<file path="src/rtl/lifting_dwt_1d.sv">
// -----------------------------------------------------------------------------
// lifting_dwt_1d
//
// Streaming 1-D integer lifting wavelet stage. Consecutive words are paired
// (even, odd). Forward mode turns each sample pair into one low-pass (L) and
// one high-pass (H) coefficient. Inverse mode turns each (L, H) pair back
// into the (even, odd) sample pair. Both sides use valid/ready handshakes.
// Output pairs are framed into lines of LINE_LEN input words.
//
// Parameters
//   DATA_W   : unsigned sample width; coefficients are DATA_W+1 bits signed
//   LINE_LEN : words per line (even, >= 2)
//
// Ports
//   clk, rst : rising-edge clock, synchronous active-high reset
//   mode     : 0 = forward, 1 = inverse; latched on the first word of a line
//   s_valid / s_ready / s_data   : input word stream
//   m_valid / m_ready            : output pair handshake
//   m_data0  : forward L (zero-extended) / inverse even sample
//   m_data1  : forward H (signed)        / inverse odd sample
//   m_last   : final pair of a line
// -----------------------------------------------------------------------------
module lifting_dwt_1d #(
  parameter int DATA_W   = 8,
  parameter int LINE_LEN = 16
) (
  input  logic              clk,
  input  logic              rst,
  input  logic              mode,
  input  logic              s_valid,
  output logic              s_ready,
  input  logic [DATA_W:0]   s_data,
  output logic              m_valid,
  input  logic              m_ready,
  output logic [DATA_W:0]   m_data0,
  output logic [DATA_W:0]   m_data1,
  output logic              m_last
);

  typedef enum logic {
    PH_FIRST  = 1'b0,  // waiting for even sample / L
    PH_SECOND = 1'b1   // first word held, waiting for its partner
  } phase_t;

  localparam int NUM_PAIRS = LINE_LEN / 2;
  localparam int CNT_W     = (NUM_PAIRS > 1) ? $clog2(NUM_PAIRS) : 1;
  localparam logic [CNT_W-1:0] LAST_PAIR = CNT_W'(NUM_PAIRS - 1);

  phase_t            phase_q,   phase_d;
  logic [DATA_W:0]   hold_q,    hold_d;
  logic              mode_q,    mode_d;
  logic [CNT_W-1:0]  pair_q,    pair_d;
  logic              m_valid_q, m_valid_d;
  logic [DATA_W:0]   m_data0_q, m_data0_d;
  logic [DATA_W:0]   m_data1_q, m_data1_d;
  logic              m_last_q,  m_last_d;

  logic s_accept;
  logic pair_done;
  logic out_pop;

  // Lifting arithmetic, evaluated at DATA_W+2 bits signed.
  logic signed [DATA_W+1:0] fwd_e, fwd_o, fwd_h;
  logic signed [DATA_W+1:0] inv_l, inv_h, inv_e;
  logic        [DATA_W:0]   res0, res1;

  // ---------------------------------------------------------------------------
  // State register
  // ---------------------------------------------------------------------------
  // NOTE: sequential state uses non-blocking assignments so every flop samples
  // the pre-edge value of every other flop, independent of statement order.
  always_ff @(posedge clk) begin
    if (rst) begin
      // NOTE: the held word and the output data registers are reset too, since
      // their zero state is observable on m_data0/m_data1 right after reset.
      phase_q   <= PH_FIRST;
      hold_q    <= '0;
      mode_q    <= 1'b0;
      pair_q    <= '0;
      m_valid_q <= 1'b0;
      m_data0_q <= '0;
      m_data1_q <= '0;
      m_last_q  <= 1'b0;
    end else begin
      phase_q   <= phase_d;
      hold_q    <= hold_d;
      mode_q    <= mode_d;
      pair_q    <= pair_d;
      m_valid_q <= m_valid_d;
      m_data0_q <= m_data0_d;
      m_data1_q <= m_data1_d;
      m_last_q  <= m_last_d;
    end
  end

  // ---------------------------------------------------------------------------
  // Next-state logic for the phase FSM
  // ---------------------------------------------------------------------------
  always_comb begin
    // NOTE: every always_comb output gets a default first; a path that leaves
    // a signal unassigned would otherwise infer a latch.
    phase_d = phase_q;
    if (s_accept) begin
      phase_d = (phase_q == PH_FIRST) ? PH_SECOND : PH_FIRST;
    end
  end

  // ---------------------------------------------------------------------------
  // Output logic
  // ---------------------------------------------------------------------------
  // Only the second word needs a free output slot. The first word is always
  // taken, so input and output can stall independently.
  always_comb begin
    s_ready = !((phase_q == PH_SECOND) && m_valid_q && !m_ready);
  end

  assign m_valid = m_valid_q;
  assign m_data0 = m_data0_q;
  assign m_data1 = m_data1_q;
  assign m_last  = m_last_q;

  assign s_accept  = s_valid && s_ready;
  assign pair_done = s_accept && (phase_q == PH_SECOND);
  assign out_pop   = m_valid_q && m_ready;

  // ---------------------------------------------------------------------------
  // Lifting datapath: hold_q is the first word, s_data the second.
  // ---------------------------------------------------------------------------
  always_comb begin
    // Forward: the MSB of each input word is ignored; samples are unsigned.
    fwd_e = $signed({2'b00, hold_q[DATA_W-1:0]});
    fwd_o = $signed({2'b00, s_data[DATA_W-1:0]});
    fwd_h = fwd_o - fwd_e;

    // Inverse: L arrives zero-extended and H arrives signed.
    inv_l = $signed({1'b0, hold_q});
    inv_h = $signed({s_data[DATA_W], s_data});
    inv_e = inv_l - (inv_h >>> 1);

    if (mode_q) begin
      res0 = inv_e[DATA_W:0];
      res1 = (DATA_W+1)'(inv_h + inv_e);
    end else begin
      // The arithmetic shift floors, so L = floor((e + o) / 2).
      res0 = (DATA_W+1)'(fwd_e + (fwd_h >>> 1));
      res1 = fwd_h[DATA_W:0];
    end
  end

  // ---------------------------------------------------------------------------
  // Hold register, mode latch, pair counter and output register
  // ---------------------------------------------------------------------------
  always_comb begin
    hold_d    = hold_q;
    mode_d    = mode_q;
    pair_d    = pair_q;
    m_valid_d = m_valid_q;
    m_data0_d = m_data0_q;
    m_data1_d = m_data1_q;
    m_last_d  = m_last_q;

    if (s_accept && (phase_q == PH_FIRST)) begin
      hold_d = s_data;
      // The mode is fixed for the whole line by its first word.
      if (pair_q == '0) begin
        mode_d = mode;
      end
    end

    // A new pair loads over a pair that is popped in the same cycle, so
    // m_valid stays high with no bubble.
    if (pair_done) begin
      m_valid_d = 1'b1;
      m_data0_d = res0;
      m_data1_d = res1;
      m_last_d  = (pair_q == LAST_PAIR);
      pair_d    = (pair_q == LAST_PAIR) ? '0 : pair_q + CNT_W'(1);
    end else if (out_pop) begin
      m_valid_d = 1'b0;
    end
  end

endmodule

</file>
<file path="config.mk">
export PLATFORM = sky130hd
export DESIGN_NAME = lifting_dwt_1d
export DESIGN_NICKNAME = d
export VERILOG_FILES = /design/src/rtl/lifting_dwt_1d.sv
export SDC_FILE = /design/constraint.sdc
export NUM_CORES = 1
export LEC_CHECK = 0
export ABC_AREA = 1
export ABC_CLOCK_PERIOD_IN_PS = 3100
export CAP_MARGIN = 10
export CORE_UTILIZATION = 35
export CTS_CLUSTER_DIAMETER = 50
export CTS_CLUSTER_SIZE = 10
export DETAILED_ROUTE_END_ITERATION = 10
export RECOVER_POWER = 100
export SLEW_MARGIN = 15
export SYNTH_ARGS = -nofsm -noshare
export SYNTH_HDL_FRONTEND = slang
export SYNTH_SLANG_ARGS = --single-unit
</file>
<file path="constraint.sdc">
create_clock -name clk -period 3.1 [get_ports clk]
set_input_delay 0.62 -clock clk [delete_from_list [all_inputs] [get_ports clk]]
set_output_delay 0.62 -clock clk [all_outputs]
set_load 0.005 [all_outputs]
</file>
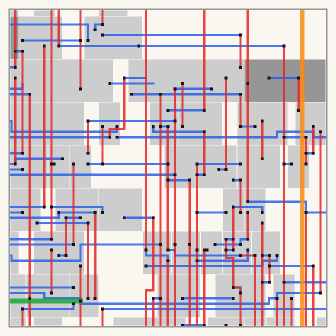
Figure 1: run 1, zoomed window.
Region (62, 62) to (82, 82) um. Cells in grey, sequential cells in the stronger grey; small squares are vias.
Blue shows M1. Orange shows M4. Red shows M2. Green shows M3.
31 logic cells have their middle in the window. Netlist names of flops here include m_data1 (1). Most frequent: buf_4 (8), nand2_1 (6). Sequential cells in the window: 1.

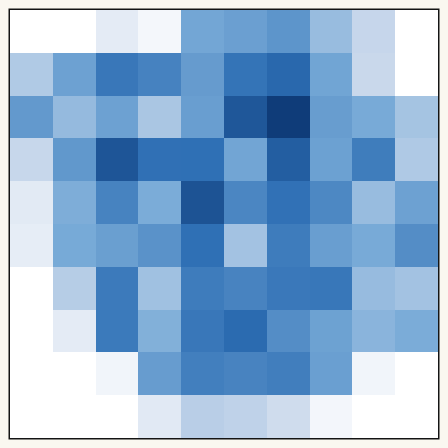
Figure 2: run 1, cell area per tile.
The die is cut into 10 by 10 equal tiles; white is low, dark blue is high, 0 to 100% covered.
The emptiest ninth of the die: bottom left. 7.0% of the tiles are over 75% full. The mean over all tiles is 44%. 14% of the tiles are nearly empty. The fullest tile reaches 95%.
placeable core area: 8340 sq um
fp_density: 36.6%
Final Core Density: 49.6%

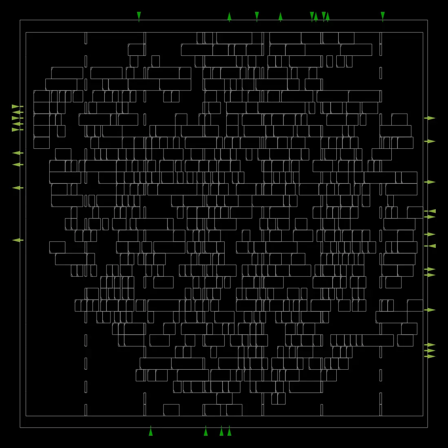
Figure 3: run 1, cell placement.
Seq Cell Count: 34
row count: 33
tap cells: 105
Fill cells: 848
sequential share of cell area: 16.4%

==> design notes, run 1 <==
For reference, the top cells by area after synthesis are sky130_fd_sc_hd__dfxtp_1, sky130_fd_sc_hd__nand2_1, sky130_fd_sc_hd__ha_1. Clock tree synthesis inserted a total of 5 buffers. Per the post-synthesis report, the nets total 523.

RePlAce ended its routability-driven mode at a weighted congestion of 0.947. Timing analysis after detailed placement gives a worst setup slack of -272 ps. Summing over every cut layer, the via total after detailed routing is 3,312. The final timing report lists a max-slew violation count of 0.

After synthesis the cells add up to 3050 sq um. The tools report the tally of yosys warning messages as 0. Setup repair after global routing left no endpoint under its margin. The kind of cell with the highest combined delay along the critical path is adder cells.

TritonCTS built the clock tree. The run gives 34 as the sink count of the clock tree. The endpoint of the worst-slack reg-to-reg timing path is m_data1[7]$_SDFFE_PP0P_. The total wirelength of the detailed-routed design was 8.82 mm; the post-place instance area was 4000 sq um.

With the via count of the first global-routing pass at 3,039, the layout cell share with drive strength beyond 1 is 17.3%. The flow ran to the end, and the final reports show no timing, DRC or antenna violations. The leakage power total was 2.27 nW.

By startpoint and endpoint, the worst setup path is classified as primary input to register. Pin count of the biggest net entering global routing: 20.
-- run 1: cell families after synthesis --
family,after synthesis
xor gates and xnor gates,10
AOI/OAI and AO/OA,62
adders and majority gates,42
buffers and inverters,89
muxes,1
DFF,34
and+or+nand+nor,229
-- run 1: metal layers --
metal,track usage (%),up-vias
met1,27.0,1516
met4,4.98,0
li1,-,1704
met5,0,-
met3,3.03,14
met2,34.7,78
-- run 1: stage by stage --
stage / setup TNS (ps) / instances / hold WS, ps
2_1_floorplan: 0 / 467 / 446
3_3_place_gp: -1600 / 669 / 437
3_5_place_dp: -2110 / 669 / 438
4_1_cts: 0 / 677 / 455
5_1_grt: 0 / 677 / 466
6_report: 0 / 677 / 447
-- run 1: report_power, final --
group,leakage (nW),total (W),internal (W),switching (W)
clock,0.0504,0.000428,0.000239,0.000188
combinational,1.94,0.000968,0.000462,0.000506
sequential,0.278,0.000496,0.000469,0.0000274
total,2.27,0.00189,0.00117,0.000721
-- run 1: area by class of cell --
cell class | count | area (sq um) | share of cell area [%]
Clock buffer | 5 | 68.8 | 1.66
Timing Repair Buffer | 104 | 872 | 21.1
Multi-Input combinational cell | 344 | 2030 | 49.1
Sequential cell | 34 | 681 | 16.4
Clock inverter | 3 | 45.0 | 1.09
Tap cell | 105 | 131 | 3.17
Inverter | 82 | 308 | 7.43
-- run 1: sequential cells by signal (all words and copies together), names as in the netlist --
name and flops:
mode_q 1, m_valid 1, pair_q 3, m_data1 9
m_last 1, hold_q 9, phase_q 1, m_data0 9
-- run 1: repair_timing --
action	in CTS	in global routing
resized	0	17
setup endpoints to repair	0	10
hold buffers	0	0
buffers inserted	0	0
==> inputs of run 2 (changes only) <==
--- a/config.mk
+++ b/config.mk
@@ -17,3 +17,4 @@
 export SYNTH_ARGS = -nofsm -noshare
 export SYNTH_HDL_FRONTEND = slang
 export SYNTH_SLANG_ARGS = --single-unit
+export TNS_END_PERCENT = 30
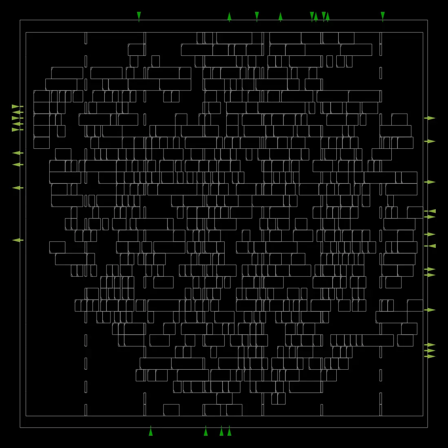
Figure 4: run 2, cell placement.
non-filler instance count after layout: 677

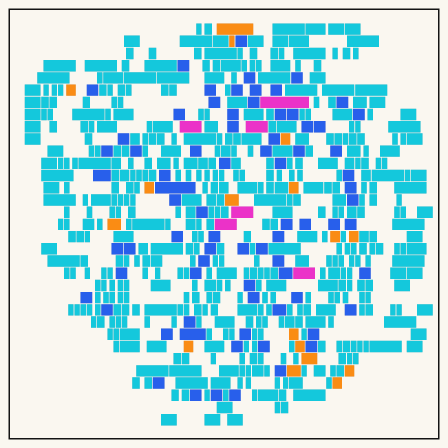
Figure 5: run 2, sizing map.
Orange shows x2, cells 17, share 3.0%. Blue shows x3 and x4, cells 76, share 13%. Cyan shows x1 and smaller, cells 473, share 83%. Magenta shows x6 and larger, cells 6, share 1.0%.

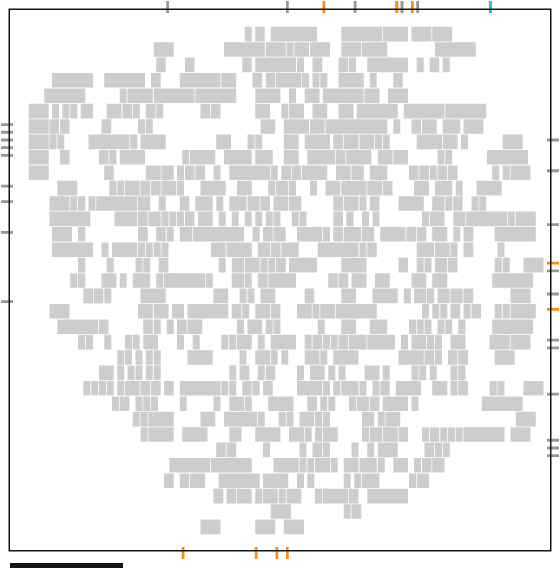
Figure 6: run 2, pin map.
Scale bar: 20 um. Pins as bars across the die edge, other pins in grey.
Cyan shows clk, pins 1, direction input, edge top. Orange shows s_data, pins 9, direction input, edge 4 bottom, 3 top, 2 right.
All pins by edge: 13 right, 9 top, 9 left, 4 bottom.
horizontal die dimension: 95.4 um
Port Buf Inserts: 34
Vert. Die Dim: 95.4 um

==> run 2 against run 1 <==
  * Power is the same
  * Maximum frequency is the same
  * Routed wire length stayed put
  * Global-route usage unchanged
  * Combinational power about the same
  * Via count is the same
  * Hold slack did not move
  * Critical path type unchanged
  * Highest routed layer unchanged
  * Die size unchanged
  * First-iteration DRC count unchanged
==> design notes, run 2 <==
The post-synthesis instance area came out at 3050 sq um (unchanged). TritonCTS built the clock tree. The worst slack at placement came out at -272 ps (unchanged). The total nets after synthesis is 523 (unchanged).

The category of cells accounting for the largest share of critical-path delay is adder cells. Combinational gate area: 2030 sq um (unchanged). The setup path with the least slack is of type primary input to register.

With the number of inserted filler cells in the final layout at 848 (unchanged), the sequential cell count is 34 (unchanged). The clock buffer count is 5 (unchanged), and the pin count of the biggest net entering global routing is 20 (unchanged). By area the synthesized netlist is led by sky130_fd_sc_hd__dfxtp_1, sky130_fd_sc_hd__nand2_1, sky130_fd_sc_hd__ha_1. The leakage power total is 2.27 nW (unchanged), and the number of buffers created by CTS is 5 (unchanged). The tally of yosys warning messages was 0 (unchanged). The layout cell share with drive strength beyond 1 was 17.3% (unchanged); the buffer count excluding the clock tree in the final layout was 104 (unchanged). By area, logic gates come first. The capture point of the worst register-to-register path is recorded as m_data1[7]$_SDFFE_PP0P_. The number of non-clock inverters in the layout was 82 (unchanged). The tools report the total wirelength of the detailed-routed design as 8.82 mm (unchanged).

For the global placer's final weighted congestion, the log shows 0.947 (unchanged). The number of resized instances in the post-cts repair step came out at 0 (unchanged). The flop share of the area came out at 16.4% (unchanged). The run finished with clean final reports. With the starting density of the core at 36.6% (unchanged), the fraction of power spent switching nets is 38.1% (unchanged).

For the core area, the log shows 8340 sq um (unchanged). The clock network area share was 2.75% (unchanged). The relative contribution of combinational cells to total power came out at 51.2% (about the same). The run gives 0 (unchanged) for the number of buffers inserted by post-CTS setup repair. The run gives 34 (unchanged) for the sink count of the clock tree.
==> run 2: worst max-delay path by stage <==
stage / startpoint / endpoint / slack [ps]
after floorplan: s_data[1] / m_data1[7]$_SDFFE_PP0P_ / 390
after global placement: s_data[1] / m_data1[7]$_SDFFE_PP0P_ / -270
after detailed placement: s_data[2] / m_data1[7]$_SDFFE_PP0P_ / -270
after CTS: s_data[1] / m_data1[7]$_SDFFE_PP0P_ / 20
after global routing: s_data[0] / m_data0[8]$_SDFFE_PP0P_ / 3
final: s_data[0] / m_data0[4]$_SDFFE_PP0P_ / 140
==> run 2: power by group through the flow <==
stage	Clock (W)	Combinational, W	Sequential [W]
2_1_floorplan	0	0.000555	0.000501
3_3_place_gp	0	0.000942	0.000506
3_5_place_dp	0	0.000956	0.000507
4_1_cts	0.000440	0.000963	0.000497
5_1_grt	0.000460	0.00108	0.000501
6_report	0.000428	0.000968	0.000496
==> run 2: cell families (layout without fill, tap and decap cells) <==
kind of cell / after synthesis / in the layout
buf+inv: 89 / 194
xor+xnor: 10 / 10
fa+ha+maj: 42 / 42
mux: 1 / 1
compound gates: 62 / 62
simple gates: 229 / 229
flops: 34 / 34
==> run 2: through the flow <==
step / TNS, ps / std cells / util, %
after floorplan: 0 / 467 / -
after global placement: -1600 / 669 / 48.0
after detailed placement: -2110 / 669 / 48.0
after CTS: 0 / 677 / 49.3
after global routing: 0 / 677 / 49.6
final: 0 / 677 / 49.6
==> run 2: metal layers <==
layer | wire length (um) | GRT usage [%] | vias to the layer above
met5 | 0 | 0 | -
met4 | 161 | 4.98 | 0
met3 | 394 | 3.03 | 14
met2 | 4070 | 34.7 | 78
met1 | 4200 | 27.0 | 1516
li1 | - | - | 1704
==> inputs of run 3 (changes only) <==
--- a/config.mk
+++ b/config.mk
@@ -6,7 +6,6 @@
 export NUM_CORES = 1
 export LEC_CHECK = 0
 export ABC_AREA = 1
-export ABC_CLOCK_PERIOD_IN_PS = 3100
 export CAP_MARGIN = 10
 export CORE_UTILIZATION = 35
 export CTS_CLUSTER_DIAMETER = 50
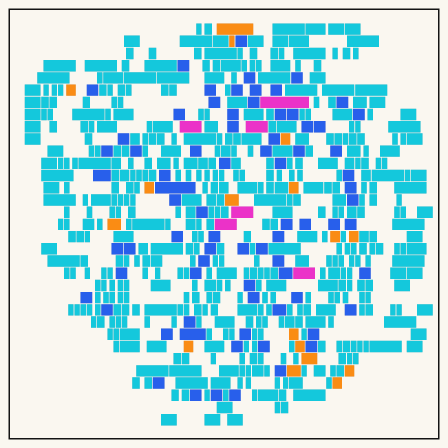
Figure 7: run 3, sizing map.
Cyan shows x1 and smaller, cells 473, share 83%. Blue shows x3 and x4, cells 76, share 13%. Orange shows x2, cells 17, share 3.0%. Magenta shows x6 and larger, cells 6, share 1.0%.

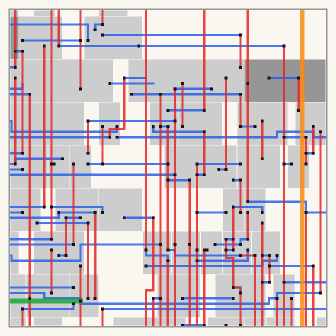
Figure 8: run 3, zoomed window.
Region (62, 62) to (82, 82) um. Cells in grey, sequential cells in the stronger grey; small squares are vias.
Orange shows M4. Red shows M2. Blue shows M1. Green shows M3.
Netlist names of flops here include m_data1 (1). Sequential cells in the window: 1. 31 logic cells have their middle in the window. Most frequent: buf_4 (8), nand2_1 (6).

==> run 3 against run 2 <==
  * Register-to-register slack about the same
  * Routed wire length unchanged
  * Final area unchanged
  * Critical path type unchanged
==> design notes, run 3 <==
With the tally of yosys warning messages at 0 (unchanged), the core area is 8340 sq um (unchanged). The class of the most critical setup path was primary input to register. After synthesis, the cell types taking the most area are sky130_fd_sc_hd__dfxtp_1, sky130_fd_sc_hd__nand2_1, sky130_fd_sc_hd__ha_1. The post-synthesis instance area is 3050 sq um (unchanged). Number of inserted filler cells in the final layout: 848 (unchanged). The flow ran to the end, and the final reports show no timing, DRC or antenna violations. With the die height at 95.4 um (unchanged), the post-route antenna net violation count is 0. The run gives 523 (unchanged) as the total nets after synthesis.

The layout cell share with drive strength beyond 1 was 17.3% (unchanged); the share of the core filled with cells was 49.6% (unchanged). The number of buffers created by CTS was 5 (unchanged). The master cell of the clock root buffer is sky130_fd_sc_hd__clkbuf_8. The horizontal die dimension works out to 95.4 um (unchanged). Leakage power total: 2.27 nW (unchanged). The number of buffers inserted by port buffering is 34 (unchanged). The sink count of the clock tree was 34 (unchanged); the combinational gate area was 2030 sq um (unchanged).

The highest routing layer actually used was met4. The cell-mix breakdown from Yosys lists the compound-gate area share as 11.4%. Hold repair after CTS inserted 0 buffers. Count of placed standard cells in the final layout, fillers left out: 677 (unchanged). The tools report the termination of the worst setup path as m_data0[4]$_SDFFE_PP0P_. Recorded from the global router log, the overflow total was 0. The largest share of the power goes to combinational logic. The total placed cells including tap cells is 669 (unchanged). Total sequential power: 0.000496 W (about the same).

The relative contribution of combinational cells to total power is 51.2% (about the same). The clock network power is 0.000428 W (about the same). For the worst reg-to-reg path, the endpoint reported by OpenROAD is m_data1[7]$_SDFFE_PP0P_. The run gives 20 (unchanged) as the pin count of the biggest net entering global routing.

Worst slack at placement: -272 ps (unchanged). The aggregate negative setup slack was 0 ps (unchanged); the fraction of power spent switching nets was 38.1% (unchanged). The logs give 8.82 mm (unchanged) for the total wirelength of the detailed-routed design and 4.07 mm (unchanged) for the wire length on met2. The logs give 0.947 (unchanged) for the global placer's final weighted congestion and 4.20 mm (unchanged) for the total routed wire length on the met1 layer. On the critical path the largest part of the delay comes from adder cells. Starting density of the core: 36.6% (unchanged).
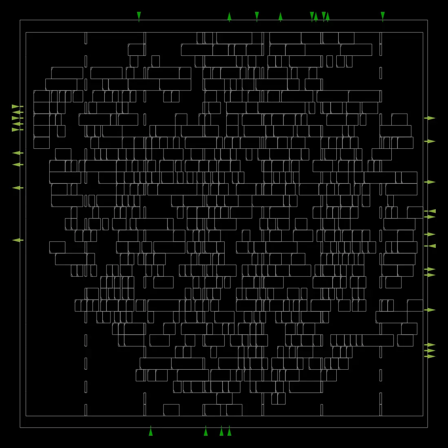
Figure 9: run 3, cell placement.

-- run 3: logic make-up after synthesis --
family / after synthesis
muxes: 1
adders and majority gates: 42
buffers and inverters: 89
DFF: 34
AOI/OAI and AO/OA: 62
and+or+nand+nor: 229
xor gates and xnor gates: 10
-- run 3: layout make-up --
type	count	area share, %
Clock inverter	3	1.09
Clock buffer	5	1.66
Multi-Input combinational cell	344	49.1
Sequential cell	34	16.4
Timing Repair Buffer	104	21.1
Inverter	82	7.43
Tap cell	105	3.17
-- run 3: routing by layer --
metal | vias up | global-route usage (%)
li1 | 1704 | -
met1 | 1516 | 27.0
met2 | 78 | 34.7
met3 | 14 | 3.03
met4 | 0 | 4.98
met5 | - | 0
-- run 3: worst reg2reg max path: stages (launching register included) --
cell and delay (ps):
sky130_fd_sc_hd__dfxtp_1 350, sky130_fd_sc_hd__inv_1 60, sky130_fd_sc_hd__ha_1 130, sky130_fd_sc_hd__inv_1 50
sky130_fd_sc_hd__fa_1 390, sky130_fd_sc_hd__nand2_1 90, sky130_fd_sc_hd__nand2_2 80, sky130_fd_sc_hd__and2_4 150
sky130_fd_sc_hd__xor2_1 150, sky130_fd_sc_hd__ha_1 360, sky130_fd_sc_hd__a21oi_1 240, sky130_fd_sc_hd__nor2_1 60
sky130_fd_sc_hd__nor2_1 130, sky130_fd_sc_hd__nand2_1 60, sky130_fd_sc_hd__nand2_1 50, sky130_fd_sc_hd__nand3_1 60
sky130_fd_sc_hd__nand3_1 90, sky130_fd_sc_hd__nand2_1 50
-- run 3: timing repair --
action,CTS,global route
buffers inserted,0,0
setup endpoints to repair,0,10
resized,0,17
Power is estimated from default activity; no workload was simulated.
